`config.mk`:
```
export PLATFORM = sky130hd
export DESIGN_NAME = mem_arbiter_flat
export DESIGN_NICKNAME = d
export VERILOG_FILES = /design/src/rtl/mem_arbiter_if.sv /design/src/rtl/mem_arbiter.sv /design/src/flat_wrapper.sv
export SDC_FILE = /design/constraint.sdc
export NUM_CORES = 1
export LEC_CHECK = 0
export ABC_AREA = 1
export CAP_MARGIN = 20
export CORE_AREA = 2 2 83 85
export DETAILED_ROUTE_END_ITERATION = 6
export DIE_AREA = 0 0 85 87
export GPL_TIMING_DRIVEN = 0
export PLACE_DENSITY = 0.84
export SYNTH_ARGS = -nofsm -noshare
export SYNTH_HDL_FRONTEND = slang
export SYNTH_SLANG_ARGS = --single-unit
```
`constraint.sdc`:
```
create_clock -name clk -period 4 [get_ports clk]
set_input_delay 0.8 -clock clk [delete_from_list [all_inputs] [get_ports clk]]
set_output_delay 0.8 -clock clk [all_outputs]
set_load 0.05 [all_outputs]
```
`src/rtl/mem_arbiter_if.sv`:
```
// Requester-side handshake bundle for mem_arbiter: one instance per requester port.
interface mem_arbiter_if #(
  parameter int ADDR_W = 8,
  parameter int DATA_W = 16
);
  logic              req;
  logic              we;
  logic [ADDR_W-1:0] addr;
  logic [DATA_W-1:0] wdata;
  logic              ack;
  logic [DATA_W-1:0] rdata;

  modport master (output req, we, addr, wdata, input ack, rdata);
  modport slave  (input req, we, addr, wdata, output ack, rdata);
endinterface

```
`src/rtl/mem_arbiter.sv`:
```
// Round-robin arbiter sharing a single-port word memory between two requesters,
// one access in flight at a time; byte addresses are converted to word addresses.
module mem_arbiter #(
  parameter int ADDR_W  = 8,
  parameter int DATA_W  = 16,
  parameter int MEM_LAT = 1
) (
  input  logic              clk,
  input  logic              rst_n,
  mem_arbiter_if.slave      m0,
  mem_arbiter_if.slave      m1,
  output logic              mem_we,
  output logic [ADDR_W-2:0] mem_addr,
  output logic [DATA_W-1:0] mem_wdata,
  input  logic [DATA_W-1:0] mem_rdata
);

  localparam int CNT_W = $clog2(MEM_LAT + 1);

  typedef enum logic [1:0] {IDLE, ISSUE, WAIT, DONE} state_t;

  state_t            state_q, state_d;
  logic              last_grant_q;
  logic              win_q;
  logic              is_write_q;
  logic [CNT_W-1:0]  cnt_q;
  logic [DATA_W-1:0] rdata0_q, rdata1_q;

  logic              gnt_valid;
  logic              gnt_port;
  logic              unused_addr_lsb;

  // On a tie the port that did not win last time is chosen.
  assign gnt_valid = m0.req | m1.req;
  assign gnt_port  = (m0.req & m1.req) ? ~last_grant_q : m1.req;

  // Byte-lane select bit is meaningless for a word memory.
  assign unused_addr_lsb = m0.addr[0] ^ m1.addr[0];

  always_comb begin
    state_d = state_q;
    case (state_q)
      IDLE:    if (gnt_valid) state_d = ISSUE;
      ISSUE:   state_d = is_write_q ? DONE : WAIT;
      WAIT:    if (cnt_q == CNT_W'(1)) state_d = DONE;
      DONE:    state_d = IDLE;
      default: state_d = IDLE;
    endcase
  end

  always_ff @(posedge clk or negedge rst_n) begin
    if (!rst_n) begin
      state_q      <= IDLE;
      last_grant_q <= 1'b1;
      win_q        <= 1'b0;
      is_write_q   <= 1'b0;
      cnt_q        <= '0;
      mem_we       <= 1'b0;
      mem_addr     <= '0;
      mem_wdata    <= '0;
      rdata0_q     <= '0;
      rdata1_q     <= '0;
    end else begin
      state_q <= state_d;
      case (state_q)
        IDLE: begin
          if (gnt_valid) begin
            win_q        <= gnt_port;
            last_grant_q <= gnt_port;
            is_write_q   <= gnt_port ? m1.we : m0.we;
            mem_we       <= gnt_port ? m1.we : m0.we;
            mem_addr     <= gnt_port ? m1.addr[ADDR_W-1:1] : m0.addr[ADDR_W-1:1];
            mem_wdata    <= gnt_port ? m1.wdata : m0.wdata;
          end
        end
        ISSUE: begin
          mem_we <= 1'b0;
          cnt_q  <= CNT_W'(MEM_LAT);
        end
        WAIT: begin
          cnt_q <= cnt_q - CNT_W'(1);
          if (cnt_q == CNT_W'(1)) begin
            if (win_q) rdata1_q <= mem_rdata;
            else       rdata0_q <= mem_rdata;
          end
        end
        default: ;
      endcase
    end
  end

  assign m0.ack   = (state_q == DONE) && !win_q;
  assign m1.ack   = (state_q == DONE) &&  win_q;
  assign m0.rdata = rdata0_q;
  assign m1.rdata = rdata1_q;

endmodule

```
`src/flat_wrapper.sv`:
```
// flat-port wrapper written by rule: the top's interface ports become plain ports
module mem_arbiter_flat 
#(
  parameter int ADDR_W  = 8,
  parameter int DATA_W  = 16,
  parameter int MEM_LAT = 1
)
  (clk, rst_n, mem_we, mem_addr, mem_wdata, mem_rdata, m0_req, m0_we, m0_addr, m0_wdata, m0_ack, m0_rdata, m1_req, m1_we, m1_addr, m1_wdata, m1_ack, m1_rdata);
  mem_arbiter_if #(.ADDR_W(ADDR_W), .DATA_W(DATA_W)) m0_i ();
  mem_arbiter_if #(.ADDR_W(ADDR_W), .DATA_W(DATA_W)) m1_i ();
  input  logic clk;
  input  logic rst_n;
  output logic mem_we;
  output logic [ADDR_W-2:0] mem_addr;
  output logic [DATA_W-1:0] mem_wdata;
  input  logic [DATA_W-1:0] mem_rdata;
  input wire logic [$bits(m0_i.req)-1:0] m0_req;
  input wire logic [$bits(m0_i.we)-1:0] m0_we;
  input wire logic [$bits(m0_i.addr)-1:0] m0_addr;
  input wire logic [$bits(m0_i.wdata)-1:0] m0_wdata;
  output wire logic [$bits(m0_i.ack)-1:0] m0_ack;
  output wire logic [$bits(m0_i.rdata)-1:0] m0_rdata;
  input wire logic [$bits(m1_i.req)-1:0] m1_req;
  input wire logic [$bits(m1_i.we)-1:0] m1_we;
  input wire logic [$bits(m1_i.addr)-1:0] m1_addr;
  input wire logic [$bits(m1_i.wdata)-1:0] m1_wdata;
  output wire logic [$bits(m1_i.ack)-1:0] m1_ack;
  output wire logic [$bits(m1_i.rdata)-1:0] m1_rdata;
  assign m0_i.req = m0_req;
  assign m0_i.we = m0_we;
  assign m0_i.addr = m0_addr;
  assign m0_i.wdata = m0_wdata;
  assign m0_ack = m0_i.ack;
  assign m0_rdata = m0_i.rdata;
  assign m1_i.req = m1_req;
  assign m1_i.we = m1_we;
  assign m1_i.addr = m1_addr;
  assign m1_i.wdata = m1_wdata;
  assign m1_ack = m1_i.ack;
  assign m1_rdata = m1_i.rdata;
  mem_arbiter #(.ADDR_W(ADDR_W), .DATA_W(DATA_W), .MEM_LAT(MEM_LAT)) u_core (.clk(clk), .rst_n(rst_n), .m0(m0_i), .m1(m1_i), .mem_we(mem_we), .mem_addr(mem_addr), .mem_wdata(mem_wdata), .mem_rdata(mem_rdata));
endmodule
```
==> run notes, run 1 <==
run metrics: Worst setup EP type=output port, Cell Type Count=19, placed inst area=between 4000 and 5000 um2, seq pwr=~1.1 mW, worst slew pin tran=between 0.6 and 0.7 ns, Comb gate area=between 1000 and 1500 um2, critical path class=reg2out, first-pass GRT wire length=approximately 13000 um, CP Depth=4, Post-synth top flop=dfrtp_1, Flops=between 60 and 70, fin crit share=between 60% and 70%, Commonest Layout Cell=nand2_1, Die H=around 87 um, Seq/total area=35.2%, biggest area consumer among synthesized cells=dfrtp_1, Worst Path Required=3.20 ns, Num CTS Buffers=9, cell leakage power=around 2.2 nW, # clk buffers=9, Clock Path Buffers=2, hold_ws=between 0.4 and 0.5 ns, RSZ-0062 raised after global routing=no, I/O pin count=128, Main power group=combinational cells, inverters=27, ys flops=slightly above 60, H-tree Lvls=3, Top Metal Used=met4, clk tree area frac=3.94%, Max VDD drop=roughly 0.00050 V, Worst path slowest cell=clkdlybuf4s50_1, Max Slew Vio Count=0, chip footprint=7400 um2, WL met3=between 600 and 700 um, WL met1=3310 um, Clk pwr share=around 12%, Final Power=4.05 mW, final core utilization=approximately two thirds, synthesis area per yosys=approximately 2900 um2, outcome=complete, no violations, Repair and plain buffers=roughly 140, most frequent cells in the layout=nand2_1 (175), clkdlybuf4s50_1 (124), dfrtp_1 (61), pin count of the biggest net entering global routing=38, Tool Warnings=32, Flop area=about 1600 um2, Vias per Instance=roughly 4.7, Reg2Reg Depth=7, Taps Inserted=80, area fraction in compound gates after synthesis=under 10%, area fraction in mux cells=0%, Gate power share=~60%, synth cell count leaders=nand2_1 (175), dfrtp_1 (61), o21ai_1 (29), Tightest Hold Check Type=in2async, #MultiIn Comb=245, Syn Area/Cell=approximately 8.3 um2, leading cell category by total area=registers, CTS Root Cell=clkbuf_8, Post-Synth XOR/XNOR Area=0%, Routed met2 length=3670 um
run 1: final timing paths:
kind                                       from                   end  slack [ns]
setup / recovery              u_core.state_q[0]                m0_ack        1.32
hold / removal                            rst_n    u_core.mem_addr[1]        0.46
setup reg to reg              u_core.state_q[0]   u_core.m1.rdata[14]        2.44
hold reg to reg            u_core.mem_wdata[11]  u_core.mem_wdata[11]        0.48
max in group asynchronous                 rst_n   u_core.last_grant_q        2.87
min in group clk           u_core.mem_wdata[11]  u_core.mem_wdata[11]        0.48
run 1: sequential cells by signal (all words and copies together) (netlist names):
name,count
u_core.mem_addr,7
u_core.last_grant_q,1
u_core.m1.rdata,16
u_core.mem_wdata,16
u_core.mem_we,1
u_core.is_write_q,1
u_core.win_q,1
u_core.cnt_q,1
u_core.m0.rdata,16
u_core.state_q,2
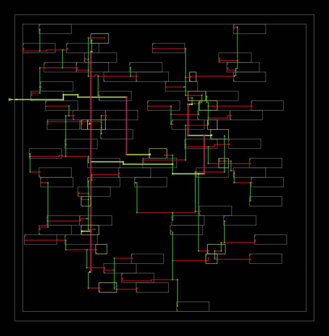
Fig. 1. The clock network (run 1).
clk_lat worst skew: 0.34 ns
CTS Sinks: 62

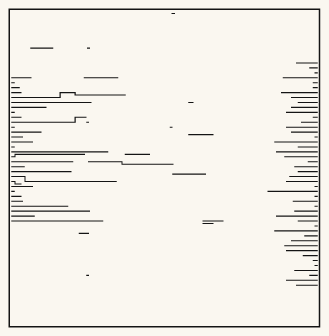
Fig. 2. The metal 3 layer (run 1).
The longest straight run is 26.4 um. 82 nets have wire on it.
DR vias: 2696
Detailed Route WL: 7760 um
GR met3 Demand/Resource: 7.87%

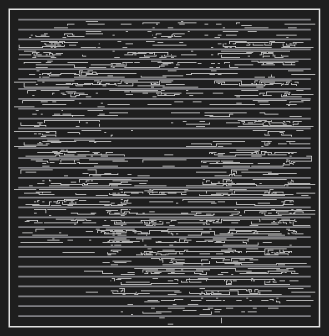
Fig. 3. Metal 1 (run 1).
Supply wires on this layer in gray.
The layer carries 3310 um of wire. The layer holds 43% of the routed length. 493 nets have wire on it. The wires run mostly horizontal. The longest straight run is 27.8 um.
met1 Use GR: 26.0%

Fig. 4: run 1, signal wires on met2
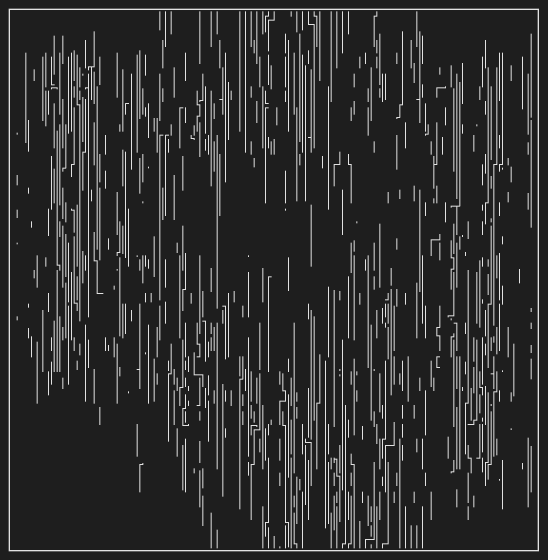

==> run 1 -> run 2 <==
- CORE_AREA: 2 2 83 85 -> 2 2 90 92
- DIE_AREA: 0 0 85 87 -> 0 0 92 94
- PLACE_DENSITY: 0.84 -> 0.76
- clock period: 4 -> 2.3 ns (I/O delays scaled with it)
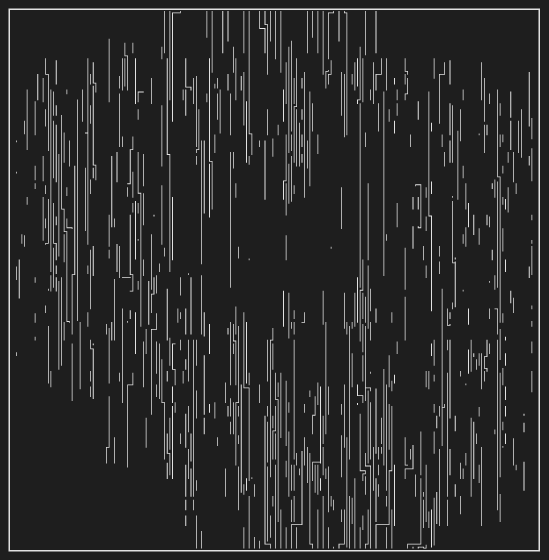
Fig. 5. Signal wires on met2 (run 2).
The longest straight run is 38.4 um. 449 nets have wire on it.

==> run 2 against run 1 <==
  * Combinational power up 72%
  * Sequential cell count is the same
  * Register-to-register slack worse by 1.6 ns
  * Clock-buffer cell count unchanged
  * Core utilization shrank 8.5 points
  * First-iteration DRC count up 21%
  * Die size increased by 17%
  * Setup slack got worse by 1.0 ns
  * Non-clock buffer count unchanged
  * Power up 75%
  * Worst hold slack worse by 0.27 ns
  * Via count shrank 0.11%
==> run notes, run 2 <==
run metrics: Worst setup EP type=output port, Main power group=combinational cells, Commonest Layout Cell=nand2_1, crit path launch=u_core.state_q[0], Vias per Instance=about 4.5, critical path class=reg2out, WL met1=around 3200 um, WL met3=about 630 um, reg2reg end=u_core.m1.rdata[14], biggest area consumer among synthesized cells=dfrtp_1, first-pass GRT wire length=about 13000 um, Clk pwr share=around 13%, Top Metal Used=met4, RSZ-0062 raised after global routing=no, seq pwr=between 1.5 and 2 mW, Worst Path Required=~1.8 ns, Worst Setup EP=m0_ack, ys flops=62, chip footprint=about 8600 um2, Post-Synth XOR/XNOR Area=0%, most frequent cells in the layout=nand2_1 (175), clkdlybuf4s50_1 (122), dfrtp_1 (61), Routed met2 length=3730 um, Reg2Reg Depth=7, area fraction in mux cells=0%, outcome=complete, no violations, worst slew pin tran=approximately 0.77 ns, Clock Path Buffers=2, Num CTS Buffers=9, pin count of the biggest net entering global routing=34, R2R setup slack=roughly 0.80 ns, Max Slew Vio Count=0, area fraction in compound gates after synthesis=around 6.7%, Tightest Hold Check Type=in2async, synthesis area per yosys=2870 um2, synth cell count leaders=nand2_1 (175), dfrtp_1 (61), o21ai_1 (29), Cell Type Count=19, hold_ws=~0.19 ns, Die H=approximately 94 um, final core utilization=about three fifths, placed inst area=4270 um2, I/O pin count=between 100 and 150, Post-synth top flop=dfrtp_1, cell leakage power=2.24 nW, fin crit share=88.1%, CTS Sinks=62, Worst path slowest cell=dlygate4sd2_1
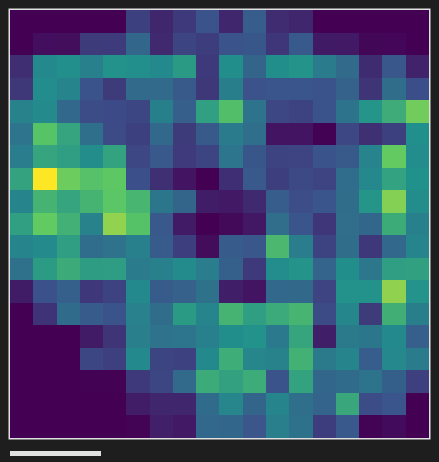
Fig. 6. Wiring heat map (run 2).
The bar under the picture is 20 um long. The die is cut into 18 by 19 equal tiles; dark purple is low, yellow is high, scaled to the fullest tile. Values are wire area over tile area, all layers added.
The mean over all tiles is 0.14. The fullest tile reaches 0.46. The emptiest ninth of the die: lower left. The densest ninth of the die: middle left.
total global-route track usage: 18.5%
Detailed Route WL: 7620 um
DR vias: 2693
wire per inst: 12.9 um

-- run 2: cell counts after synthesis --
No cell type changed its count.
-- run 2: critical path, delay by kind of cell (launching register included) --
family	cells	cell delay [ns]
buffers and inverters	2	0.57
flip-flops	1	0.41
adder cells (fa/ha/maj)	1	0.19
AND/OR/NAND/NOR	1	0.07
-- run 2: per-layer routing --
layer / global-route usage, % / up-vias
met4: 5.60 / 0
met3: 5.94 / 12
li1: - / 1336
met1: 22.4 / 1259
met2: 31.6 / 86
met5: 0 / -
-- run 2: final cells by class --
class | instances | area [um2]
Fill cell | 672 | 3150
Sequential cell | 62 | 1550
Timing Repair Buffer | 126 | 1260
Multi-Input combinational cell | 245 | 1080
Tap cell | 102 | 128
Buffer | 14 | 126
Clock buffer | 9 | 124
Inverter | 27 | 109
Clock inverter | 7 | 73.8
Power is estimated from default activity; no workload was simulated.
